===== src/rtl/ring_pkg.sv =====
// ring_pkg: shared state encoding, rotation helper and default lock thresholds.
package ring_pkg;
  typedef enum logic [1:0] {IDLE, HUNT, LOCKED} state_t;
  localparam int LOCK_N_DEF = 3;
  localparam int UNLOCK_N_DEF = 2;
  function automatic logic [3:0] rot(input logic [3:0] v, input logic dir);
    return dir ? {v[0], v[3:1]} : {v[2:0], v[3]};
  endfunction
endpackage


===== src/rtl/sat_cnt8.sv =====
// sat_cnt8: 8-bit up counter that sticks at 255.
module sat_cnt8 (
  input  logic       clk,
  input  logic       reset,
  input  logic       inc,
  output logic [7:0] cnt
);
  always_ff @(posedge clk)
    if (reset) cnt <= '0;
    else if (inc && cnt != 8'hFF) cnt <= cnt + 8'd1;
endmodule


===== src/rtl/ring_monitor.sv =====
// ring_monitor: locks onto a rotating one-hot-style ring pattern and counts rotations/errors.
module ring_monitor
  import ring_pkg::*;
#(
  parameter bit DIR      = 1'b0,
  parameter int LOCK_N   = LOCK_N_DEF,
  parameter int UNLOCK_N = UNLOCK_N_DEF
) (
  input  logic       clk,
  input  logic       reset,
  input  logic [3:0] ring_in,
  input  logic       ring_valid,
  output logic       locked,
  output logic       err,
  output logic [1:0] pos,
  output logic [7:0] rot_cnt,
  output logic [7:0] mis_cnt
);
  state_t     state;
  logic [3:0] prev;
  logic [7:0] good_cnt, bad_cnt;
  logic       stuck, good, mis_inc;
  always_comb begin
    stuck   = ring_in == 4'h0 || ring_in == 4'hF;
    good    = !stuck && ring_in == rot(prev, DIR);
    mis_inc = ring_valid && state == LOCKED && !good;
  end
  sat_cnt8 u_mis (.clk(clk), .reset(reset), .inc(mis_inc), .cnt(mis_cnt));
  always_ff @(posedge clk) begin
    if (reset) begin
      state    <= IDLE;
      prev     <= '0;
      good_cnt <= '0;
      bad_cnt  <= '0;
      locked   <= 1'b0;
      err      <= 1'b0;
      pos      <= '0;
      rot_cnt  <= '0;
    end else begin
      err <= mis_inc;
      if (ring_valid) begin
        prev <= ring_in;
        case (state)
          IDLE: begin
            good_cnt <= '0;
            state    <= HUNT;
          end
          HUNT:
            if (!good) good_cnt <= '0;
            else if (32'(good_cnt) + 1 >= LOCK_N) begin
              state   <= LOCKED;
              locked  <= 1'b1;
              pos     <= '0;
              bad_cnt <= '0;
            end else good_cnt <= good_cnt + 8'd1;
          LOCKED:
            if (good) begin
              rot_cnt <= rot_cnt + 8'd1;
              pos     <= pos + 2'd1;
              bad_cnt <= '0;
            end else if (stuck || 32'(bad_cnt) + 1 >= UNLOCK_N) begin
              state    <= HUNT;
              locked   <= 1'b0;
              good_cnt <= '0;
            end else bad_cnt <= bad_cnt + 8'd1;
          default: state <= IDLE;
        endcase
      end
    end
  end
endmodule

===== config.mk =====
export PLATFORM = sky130hd
export DESIGN_NAME = ring_monitor
export DESIGN_NICKNAME = d
export VERILOG_FILES = /design/src/rtl/ring_pkg.sv /design/src/rtl/sat_cnt8.sv /design/src/rtl/ring_monitor.sv
export SDC_FILE = /design/constraint.sdc
export NUM_CORES = 1
export LEC_CHECK = 0
export CELL_PAD_IN_SITES_DETAIL_PLACEMENT = 2
export CELL_PAD_IN_SITES_GLOBAL_PLACEMENT = 2
export CORE_MARGIN = 5
export CORE_UTILIZATION = 33
export DETAILED_ROUTE_END_ITERATION = 10
export GPL_TIMING_DRIVEN = 0
export HOLD_SLACK_MARGIN = 0.1
export PLACE_DENSITY = 0.84
export SLEW_MARGIN = 20
export SYNTH_ARGS = -nofsm -noshare
export SYNTH_HDL_FRONTEND = slang
export SYNTH_SLANG_ARGS = --single-unit

===== constraint.sdc =====
create_clock -name clk -period 3.6 [get_ports clk]
set_input_delay 0.72 -clock clk [delete_from_list [all_inputs] [get_ports clk]]
set_output_delay 0.72 -clock clk [all_outputs]
set_load 0.005 [all_outputs]

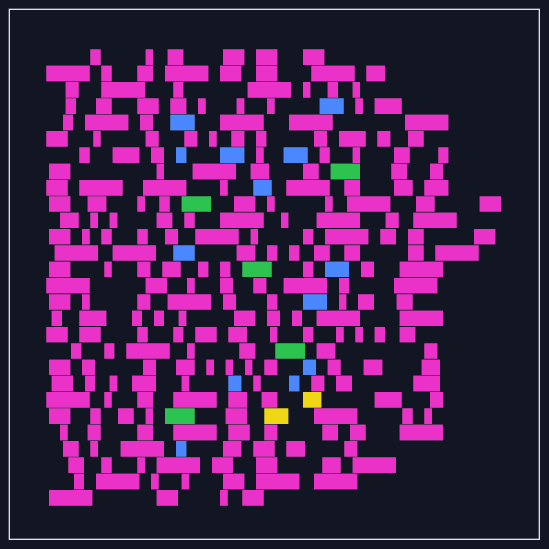
Run 1: cell sizes after repair
Drawn at 6 px/um.
legend:
  _0 and _1 cells:
    colour: magenta
    cells: 237
  _2 cells:
    colour: blue
    cells: 13
  _6 and larger:
    colour: green
    cells: 5
  _3 and _4 cells:
    colour: yellow
    cells: 2
Final Cell Area: 2440 um^2
Area growth, synth to finish: 21.4%
Signal buffers: 36
setup ws final: 0.430 ns

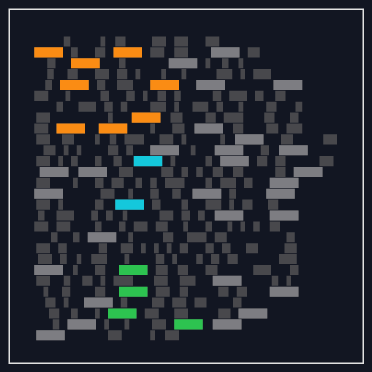
Run 1: register map, names as in the netlist
Drawn at 4 px/um. Other sequential cells in the stronger grey, the rest of the logic in the fainter grey.
legend:
  state:
    colour: cyan
    flops: 2
  prev:
    colour: green
    flops: 4
  rot_cnt:
    colour: orange
    flops: 8
    where: upper left

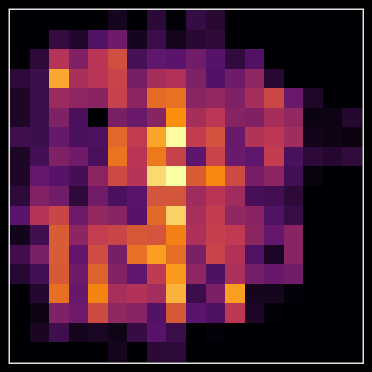
Run 1: wire density map
Drawn at 4 px/um. 18 x 18 tiles, from black (low) to pale yellow (high), scaled to the fullest tile. Values are wire area over tile area, all layers added.
emptiest ninth of the die: lower right
tiles over half the peak: 17%
mean over tiles: 0.12
densest ninth of the die: centre
Wirelength per Cell: 17.6 um
DR vias: 1841
Total Wirelength: 5840 um
GRT Util Overall: 0.166

-- run 1: registers in the layout, summed over array words and instances (netlist names) --
register	cells
good_cnt	8
rot_cnt	8
u_mis.cnt	8
state	2
locked	1
err	1
pos	2
bad_cnt	8
prev	4
-- run 1: power breakdown --
group	internal (W)	switching [W]	total, W	leakage (nW)
registers	0.000468	0.00000349	0.000471	0.339
logic	0.0000193	0.0000381	0.0000574	0.457
clock network	0.000137	0.000173	0.000310	0.0452
-- run 1: cells in the mapped netlist, types with 3 or more instances --
master	instances	area share
a211oi_1	3	0.011
and3_1	3	0.0093
nor3_1	9	0.022
nand3_1	7	0.017
or3_1	6	0.019
nor4_1	5	0.016
mux2_2	5	0.028
xor2_1	6	0.026
nor3b_1	13	0.048
nor2b_1	7	0.022
mux2i_1	5	0.025
clkbuf_1	8	0.015
nand2_1	11	0.021
or4_1	6	0.022
a21oi_1	14	0.035
inv_1	6	0.011
nand4_1	5	0.016
nor2_1	18	0.034
ha_1	6	0.037
dfxtp_1	42	0.42
o21ai_0	7	0.017
o31ai_1	4	0.015
-- run 1: cell families (layout without fill, tap and decap cells) --
kind of cell	count (synthesis)	after routing
xor gates and xnor gates	8	8
DFF	42	42
muxes	10	10
buffers and inverters	17	50
AOI/OAI and AO/OA	44	44
and+or+nand+nor	97	97
adders and majority gates	6	6
-- run 1: routing by layer --
| metal | vias up | routed length, um | share of wire | GRT usage |
|---|---|---|---|---|
| li1 | 893 | - | - | - |
| met5 | - | 0 | 0 | 0 |
| met3 | 9 | 146 | 0.025 | 0.0348 |
| met4 | 0 | 87 | 0.015 | 0.0481 |
| met2 | 23 | 2990 | 0.51 | 0.303 |
| met1 | 916 | 2620 | 0.45 | 0.195 |
==> impl_metrics.ini, run 1 <==
; implementation run metrics
[yosys]
aoi_share = 0.150
ys_seq_frac = 0.418
syn_inst = 224
synth-simple-area-share = 0.274
ys_warn_count = 0
synth.area.mux_share = 0.0528
ys_cells = 224
logic_family = simple AND/OR/NAND/NOR gates
ys_area_um2 = 2010
yosys.area_share.xor_xnor = 0.0348
synth_area_per_cell_um2 = 8.99
ff_type = dfxtp_1
yosys.area_share.adder = 0.0373
edf_count = 0
synth_cell_types = 46

[cts]
cts_resized = 0
cts_tree = built
clock_sinks = 42
cts.clk_slew.worst_paths_ns = 0.09
numCtsBuffers = 5
clk_latency_ns = 0.30

[setup_path]
reg2reg_from = bad_cnt[1]$_SDFFE_PP0P_
crit_buf_inv = 1
setup.worst_path.start = ring_in[1]
critical-path-top-delay-family = AND-OR/OR-AND gates
startpoint_type = input port
cp.depth = 6
worstSetupEndpointType = flop
cpMaxStageDelayCell = o41ai_1
setup.worst_path.end = good_cnt[1]$_SDFFE_PP0P_
crit_type = in -> reg
reg2reg_to = good_cnt[1]$_SDFFE_PP0P_
slowest_delay_ns = 0.93
crit_fanout = 5
path_cells = clkdlybuf4s50_1 > and4_4 > or2_2 > o41ai_1 > a221o_1 > mux2_2
reg2reg_depth = 7
worstPathRequired_ns = 3.80

[final_layout]
inv_count = 6
final-clk-cell-share = 0.0353
buffer_area_frac = 0.120
final_util = 0.413
fin_cells = 332
layout-drive-gt1-share = 0.0778
lay_top_count = dfxtp_1
nClkBuffers = 6
comb_cells = 165
flop_area_um2 = 841
sh_comb_area = 0.453
seq_cells = 42
logic_area_um2 = 1110
mostFrequentLayoutCells = dfxtp_1, clkdlybuf4s50_1, nor2_1
fillers = 664

[die]
die_area_um2 = 7760
die_w_um = 88.1
n_tap_cell = 75
die_y_um = 88.1
ios = 27

[hold_path]
min_from = rot_cnt[7]$_SDFFE_PP0P_
min_path_type = reg -> reg
holdPathEnd = rot_cnt[7]$_SDFFE_PP0P_

[global_route]
grt_pass1_wl_um = 10100
antenna_found_initial = 0

[final_timing]
rsz0062_at_grt = false
worst_pin_slew_ns = 1.02
fmax_mhz = 315
post-route-period-util = 0.880
skew_ns = 0.0100
setup-tns-final_ns = 0
slew_viol_final = 0
hold_viol = 0
timing.hold.ws_ns = 0.489
fin_crit_ns = 3.17

[placement]
numPortBuffers = 25
place_area_um2 = 2360
hpwl_um = 4110

[detailed_routing]
drc_errors = 0
drtIter0Drc = 72
first_pass_iters = 4
post_drt_via_cell_ratio = 5.55
ant_nets = 0

[pwr]
vdd_drop_max_mv = 0.138
p_leak_nw = 0.841
p_total_w = 0.000838

[status]
status = completed

[flow_run]
drv_cap = 0
tool_warnings = 28
==> run 2: changes to the inputs <==
--- a/config.mk
+++ b/config.mk
@@ -8,11 +8,12 @@
 export CELL_PAD_IN_SITES_DETAIL_PLACEMENT = 2
 export CELL_PAD_IN_SITES_GLOBAL_PLACEMENT = 2
 export CORE_MARGIN = 5
-export CORE_UTILIZATION = 33
+export CORE_UTILIZATION = 35
+export CTS_BUF_LIST = sky130_fd_sc_hd__clkbuf_8
 export DETAILED_ROUTE_END_ITERATION = 10
 export GPL_TIMING_DRIVEN = 0
 export HOLD_SLACK_MARGIN = 0.1
-export PLACE_DENSITY = 0.84
+export PLACE_DENSITY = 0.88
 export SLEW_MARGIN = 20
 export SYNTH_ARGS = -nofsm -noshare
 export SYNTH_HDL_FRONTEND = slang
==> constraint.sdc (replaced) <==
create_clock -name clk -period 3.1 [get_ports clk]
set_input_delay 0.62 -clock clk [delete_from_list [all_inputs] [get_ports clk]]
set_output_delay 0.62 -clock clk [all_outputs]
set_load 0.005 [all_outputs]
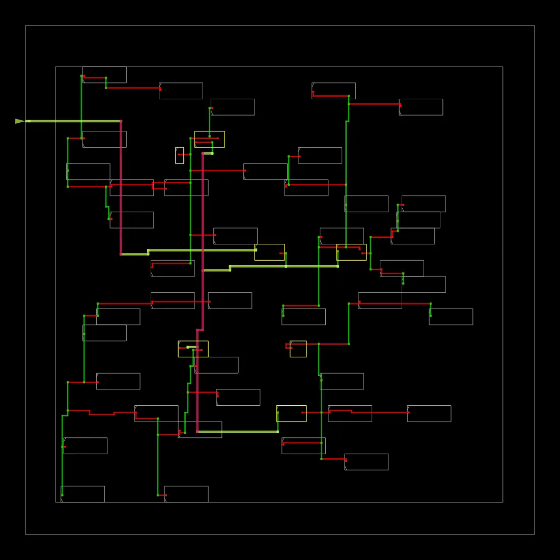
Run 2: clock wiring as the flow saved it
clock buffers: 5
flop count: 42
Clock group: 0.000350 W

==> run 2 against run 1 <==
  * Synthesized cell count did not move
  * Sequential share of layout area did not move
  * Register-to-register slack got worse by 0.35 ns
  * Largest power group unchanged
  * Flip-flop count did not move
==> impl_metrics.ini, run 2 <==
; implementation run metrics
[placement]
dp_cells = 321
numPortBuffers = 25
dp_slack_ns = -0.184
hpwl_um = 4160
place_area_um2 = 2350
gp_routability_congestion = 0.756

[yosys]
synthMostInstantiatedCell = dfxtp_1
syn_inst = 224
common_cells = dfxtp_1, nor2_1, a21oi_1
top_cells_by_area = dfxtp_1, nor3b_1, ha_1
async_reset_ff_frac = 0
ys_seq_frac = 0.418
synth_area_um2 = 2010
ff_type = dfxtp_1
synth_cell_types = 46
top_area_cell = dfxtp_1
edf_count = 0
syn-num-nets = 237
synth_top_area_share = 0.418
ys_warn_count = 0
synth_area_per_cell_um2 = 8.99
ys_area_um2 = 2010
ys.flops = 42
ys_cells = 224

[cts]
htreeDepth = 2
cts.clk_slew.worst_paths_ns = 0.08
cts_hold_buffers = 0
cts_tree = built
clk_latency_ns = 0.30
cts_resized = 0
post-cts-setup-buffer-count = 0
numCtsBuffers = 5
ctsLongestPathBuffers = 2
cts_root_buffer = clkbuf_8
clock_sinks = 42

[setup_path]
critical-path-top-delay-family = simple AND/OR/NAND/NOR gates
cp.depth = 8
crit_buf_inv = 3
reg2reg_to = good_cnt[1]$_SDFFE_PP0P_
reg2reg_from = bad_cnt[1]$_SDFFE_PP0P_
cp.arrival_ns = 2.95
r2r_slack_ns = 0.43
crit_type = in -> reg
worstPathRequired_ns = 3.33
cpMaxStageDelayCell = or4_1
startpoint_type = input port
slowest_delay_ns = 0.54
reg2reg_depth = 7
path_cells = dlymetal6s2s_1 > and4_4 > or4_1 > buf_2 > or3_1 > buf_2 > or4_1 > a21oi_1
crit_fanout = 8
worstSetupEndpointType = flop

[final_timing]
rsz0062_at_grt = false
slew_viol_final = 0
setup_viol_count_final = 0
skew_ns = 0.00800
setup-tns-final_ns = 0
hold_viol = 0
worst_pin_slew_ns = 0.872
max_slew_margin = 0.411
fin_crit_ns = 2.72
post-route-period-util = 0.876
fmax_mhz = 368
setup_ws_ns = 0.385
timing.hold.ws_ns = 0.498

[die]
coreArea_um2 = 5540
die_y_um = 85.8
die_w_um = 85.8
ios = 27
initCoreUtil = 0.363
num_rows = 27
die_area_um2 = 7370

[pwr]
pwr-share-comb = 0.069
p_clk_frac = 0.363
maxPowerGroup = sequential cells
pwr-share-seq = 0.568
p_int_w = 0.000716
p_total_w = 0.000963
p_leak_nw = 0.874
vdd_drop_max_mv = 0.161
p_per_area_nw_per_um2 = 394
switching_power_w = 0.000247
pg_comb_w = 0.0000666
pg_seq_w = 0.000547
switching_share = 0.256

[global_route]
grt-busiest-layer = met2
grt_pass1_wl_um = 10200
grt_use_total = 0.173
overflow = 0
met3_usage = 0.0384
antenna_found_initial = 0
grt_util_met2 = 0.312
grt_start_max_net_pins = 13
grt_pass1_vias = 2012
grtUsageMet1 = 0.205

[final_layout]
final_util = 0.441
diodes = 0
fillers = 637
mostFrequentLayoutCells = dfxtp_1, clkdlybuf4s50_1, nor2_1
flop_area_um2 = 841
areaGrowthSynthToFinish_pct = 21.4
lay_top_count = dfxtp_1
fin_cells = 328
fin_nets = 269
layout-drive-gt1-share = 0.0742
logic_area_um2 = 1110
design_area_um2 = 2440

[hold_path]
min_from = good_cnt[5]$_SDFFE_PP0P_
holdPathStages = 1
min_path_type = reg -> reg
holdPathEnd = good_cnt[5]$_SDFFE_PP0P_

[detailed_routing]
via_count = 1856
drtIter0Drc = 51
wl_um = 5920
post_drt_via_cell_ratio = 5.66
first_pass_iters = 2
wl_per_cell_um = 18.1
drc_errors = 0
ant_nets = 0

[status]
status = completed

[flow_run]
drv_cap = 0
tool_warnings = 28
==> run 2: netlist changes by cell type in the layout (fill, tap and decap cells not counted) <==
cell / previous run / this run
dlymetal6s2s_1: 0 / 4
clkinv_4: 1 / 0
clkinvlp_4: 0 / 1
inv_1: 6 / 7
clkdlybuf4s50_1: 25 / 21
clkbuf_1: 9 / 8
clkinv_2: 1 / 0
==> run 2: cell type report <==
| class | count | area share |
|---|---|---|
| buffer | 11 | 0.0179 |
| clock buffer | 5 | 0.0282 |
| clock inverter | 2 | 0.00461 |
| inverter | 6 | 0.00922 |
| multi-input combinational | 165 | 0.453 |
| sequential | 42 | 0.344 |
| tap | 72 | 0.0369 |
| timing repair buffer | 25 | 0.107 |
==> run 2: logic make-up (layout without fill, tap and decap cells) <==
logic type,count (synthesis),after routing,synth area share
compound gates,44,44,0.150
xor+xnor,8,8,0.0348
fa+ha+maj,6,6,0.0373
buf+inv,17,49,0.0329
flops,42,42,0.418
mux,10,10,0.0528
simple gates,97,97,0.274
==> run 2: worst max path at each step <==
stage / to / start
floorplan: rot_cnt[5]$_SDFFE_PP0P_ / ring_in[2]
global placement: rot_cnt[5]$_SDFFE_PP0P_ / ring_in[2]
CTS: rot_cnt[7]$_SDFFE_PP0P_ / ring_in[2]
detailed placement: rot_cnt[7]$_SDFFE_PP0P_ / ring_in[2]
global route: good_cnt[3]$_SDFFE_PP0P_ / good_cnt[0]$_SDFFE_PP0P_
finish: rot_cnt[7]$_SDFFE_PP0P_ / ring_in[2]
==> run 2: metal layers <==
| layer | wire length [um] | part of all wire |
|---|---|---|
| met1 | 2600 | 0.44 |
| met2 | 3090 | 0.52 |
| met3 | 163 | 0.028 |
| met4 | 70 | 0.012 |
| met5 | 0 | 0 |
Power and IR drop assume default switching activity.
